## src/rtl/lcd_frame_arbiter.sv

```systemverilog
// lcd_frame_arbiter: frame-synchronous owner selection for a shared LCD pixel path
//   Inputs : lcd_pclk (clock), rst_n (async active-low reset), lcd_vs (vsync, active low),
//            data_req (driver pixel request), src_req[NSRC], src_data[NSRC*DW]
//   Outputs: src_gnt (one-hot/zero owner), src_rd_en (data_req steered to the owner),
//            src_frame_start (owner pulse per frame boundary), pixel_data (owner pixel or
//            BG_COLOR), frame_cnt (frames under the current grant, saturating)
module lcd_frame_arbiter #(
  parameter int              NSRC       = 4,
  parameter int              DW         = 24,
  parameter int              MIN_FRAMES = 8,
  parameter logic [DW-1:0]   BG_COLOR   = '0
) (
  input  logic                 lcd_pclk,
  input  logic                 rst_n,
  input  logic                 lcd_vs,
  input  logic                 data_req,
  input  logic [NSRC-1:0]      src_req,
  input  logic [NSRC*DW-1:0]   src_data,
  output logic [NSRC-1:0]      src_gnt,
  output logic [NSRC-1:0]      src_rd_en,
  output logic [NSRC-1:0]      src_frame_start,
  output logic [DW-1:0]        pixel_data,
  output logic [7:0]           frame_cnt
);
  localparam int IW = $clog2(NSRC);
  typedef enum logic {S_IDLE, S_OWN} state_t;
  state_t            r_state, w_nstate;
  logic [IW-1:0]     r_cur, w_ncur, w_low, w_rr;
  logic [7:0]        r_cnt, w_ncnt, w_cnt_inc;
  logic [NSRC-1:0]   r_fs, w_nfs;
  logic              r_vs_d, w_fb, w_low_ok, w_rr_ok, w_dwell;
  assign w_fb      = r_vs_d & ~lcd_vs;
  assign w_cnt_inc = (r_cnt == 8'hFF) ? r_cnt : r_cnt + 8'd1;
  assign w_dwell   = ({1'b0, r_cnt} + 9'd1) >= 9'(MIN_FRAMES);
  // Lowest-index requester, and first requester strictly after the owner (wrapping).
  // Descending loops let the closest candidate overwrite the farther ones.
  always_comb begin
    w_low    = '0;
    w_low_ok = 1'b0;
    w_rr     = '0;
    w_rr_ok  = 1'b0;
    for (int i = NSRC - 1; i >= 0; i--)
      if (src_req[i]) begin
        w_low    = IW'(i);
        w_low_ok = 1'b1;
      end
    for (int k = NSRC - 1; k >= 1; k--)
      if (src_req[(int'(r_cur) + k) % NSRC]) begin
        w_rr    = IW'((int'(r_cur) + k) % NSRC);
        w_rr_ok = 1'b1;
      end
  end
  always_ff @(posedge lcd_pclk or negedge rst_n)
    if (!rst_n) begin
      r_state <= S_IDLE;
      r_cur   <= '0;
      r_cnt   <= '0;
      r_fs    <= '0;
      r_vs_d  <= 1'b1;
    end else begin
      r_state <= w_nstate;
      r_cur   <= w_ncur;
      r_cnt   <= w_ncnt;
      r_fs    <= w_nfs;
      r_vs_d  <= lcd_vs;
    end
  // Decisions happen only on the vsync falling edge; otherwise everything holds.
  always_comb begin
    w_nstate = r_state;
    w_ncur   = r_cur;
    w_ncnt   = r_cnt;
    w_nfs    = '0;
    if (w_fb) begin
      if (r_state == S_IDLE) begin
        if (w_low_ok) begin
          w_nstate = S_OWN;
          w_ncur   = w_low;
          w_ncnt   = '0;
        end
      end else if (!src_req[r_cur] || (w_dwell && w_rr_ok)) begin
        w_nstate = w_rr_ok ? S_OWN : S_IDLE;
        w_ncur   = w_rr_ok ? w_rr : r_cur;
        w_ncnt   = '0;
      end else
        w_ncnt = w_cnt_inc;
      w_nfs = (w_nstate == S_OWN) ? NSRC'(1) << w_ncur : '0;
    end
  end
  always_comb begin
    src_gnt         = (r_state == S_OWN) ? NSRC'(1) << r_cur : '0;
    src_rd_en       = {NSRC{data_req}} & src_gnt;
    src_frame_start = r_fs;
    frame_cnt       = r_cnt;
    pixel_data      = (r_state == S_OWN) ? src_data[int'(r_cur) * DW +: DW] : BG_COLOR;
  end
endmodule

```

## config.mk

```make
export PLATFORM = sky130hd
export DESIGN_NAME = lcd_frame_arbiter
export DESIGN_NICKNAME = d
export VERILOG_FILES = /design/src/rtl/lcd_frame_arbiter.sv
export SDC_FILE = /design/constraint.sdc
export NUM_CORES = 1
export LEC_CHECK = 0
export CAP_MARGIN = 10
export CORE_ASPECT_RATIO = 0.9
export CORE_MARGIN = 8
export CORE_UTILIZATION = 32
export DETAILED_ROUTE_END_ITERATION = 7
export PLACE_DENSITY = 0.84
export SLEW_MARGIN = 20
export SYNTH_ARGS = -nofsm -noshare
export SYNTH_HDL_FRONTEND = slang
export SYNTH_SLANG_ARGS = --single-unit
```

## constraint.sdc

```tcl
create_clock -name lcd_pclk -period 2.6 [get_ports lcd_pclk]
set_clock_uncertainty 0.15 [all_clocks]
set_input_delay 0.52 -clock lcd_pclk [delete_from_list [all_inputs] [get_ports lcd_pclk]]
set_output_delay 0.52 -clock lcd_pclk [all_outputs]
set_load 0.05 [all_outputs]
```

==> impl_metrics.toml <==
# physical design summary
[route]
drt_iter0_drc = 184
wl_met1_um = 3285
topRoutingLayerUsed = "met4"
dr.pass1.iters = 6

[logic_synthesis]
ff_type = "dfrtp_1"
synth-async-reset-ratio = 1.000
ys_ff = 16
syn_inst = 205

[power_and_ir_drop]
comb_power_share = 0.812
power_switching_mw = 1.443
power.group.top = "combinational cells"
power_mw = 3.095

[outcome]
outcome = "finished clean"

[clocking]
post-cts-setup-buffer-count = 0
cts_root_buffer = "clkbuf_8"

[finish]
inverters_excl_clock = 5
dominant_cells = "buffers"
fillers = 521
buf_share = 0.4633
nNonClkBuffers = 162

[global_route]
grt_usage = 0.1921
grt_max_degree = 41

[sta]
slew_violations = 0
tightestPinTransition_ns = 0.7121
finalSetupViolations = 0

[critical_path]
r2r_end = "r_cur[1]$_DFFE_PN0P_"
critPathSlowestCell = "dfrtp_1"
r2r-start = "r_cur[1]$_DFFE_PN0P_"
slowest_delay_ns = 0.36
worst-r2r-setup-slack_ns = 0.11

[worst_hold_path]
hold_path_depth = 1
min_path_type = "reg -> reg"

[floorplanning]
taps = 90

[place]
dp_slack_ns = -0.08945
Figure 1. Gate-type map.
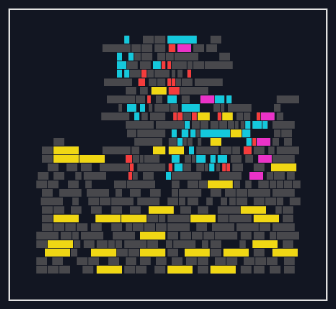
color	family	cells
cyan	inverting AOI/OAI gates	34
red	NAND gates	23
yellow	multiplexers	31
magenta	adder and majority cells	6
dominant logic cell type in the layout: clkdlybuf4s50_1
final non-filler cell total: 445
combinational share of cell area: 0.3908

Figure 2. Clock routing.
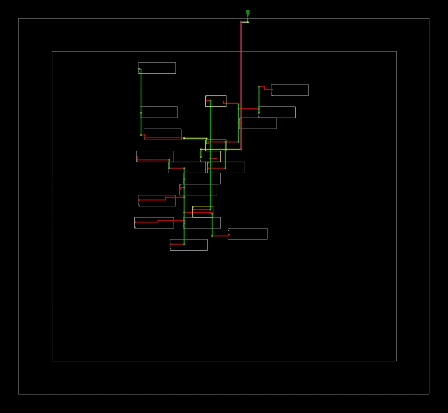
CTS Buf Count: 3
Layout clock buffers: 4
clock group power: 0.224 mW

Figure 3. Cells colored by class.
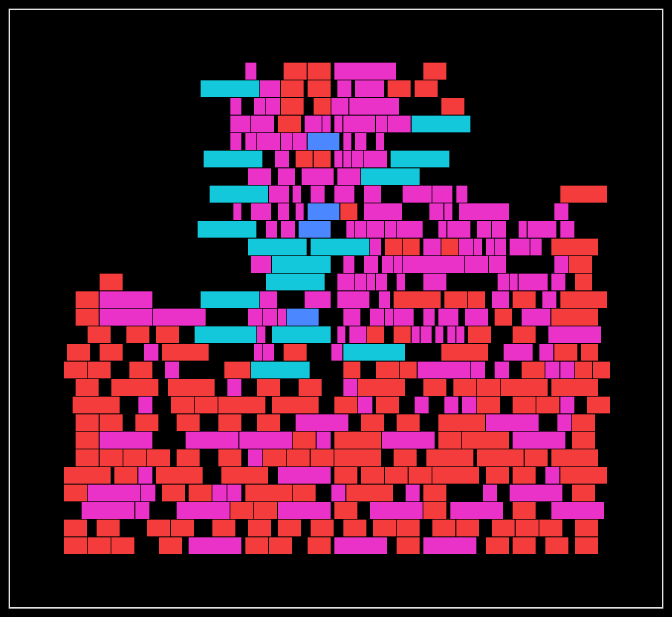
color	class	cells
cyan	flops	16
red	other buffers and delay cells	162
magenta	combinational and other logic	173
blue	clock drivers and dummy loads	4
flop share of the area: 0.09978
Util after Layout: 0.6264
Final Cell Area: 0.004038 mm²

Figure 4. Clock network drawn from the DEF.
Bar = 20 µm.
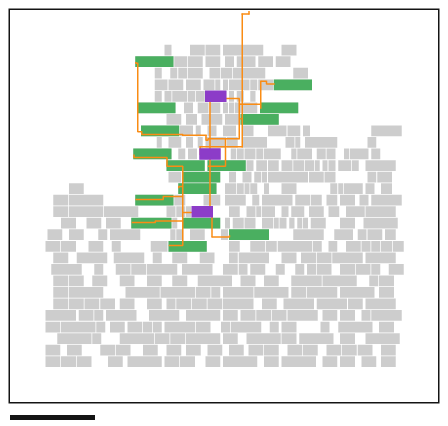
[orange] clock wires | length: 240 µm
[purple] clock drivers | count: 3
[green] flip-flops | count: 16
routed clock nets	4
Clk pwr share: 0.072
Skew-Pair Late Insertion Delay: 0.25 ns

Figure 5. Where the registers sit.
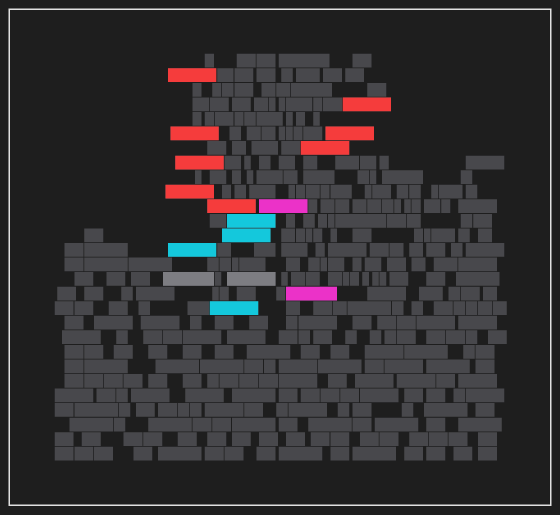
color	signal	flops
magenta	`r_cur`	2
red	`frame_cnt`	8
cyan	`src_frame_start`	4
not colored	2
P_seq: 0.357 mW
Register Area: 402.9 µm²

No activity file was given, so power comes from the tool's default toggle rates.
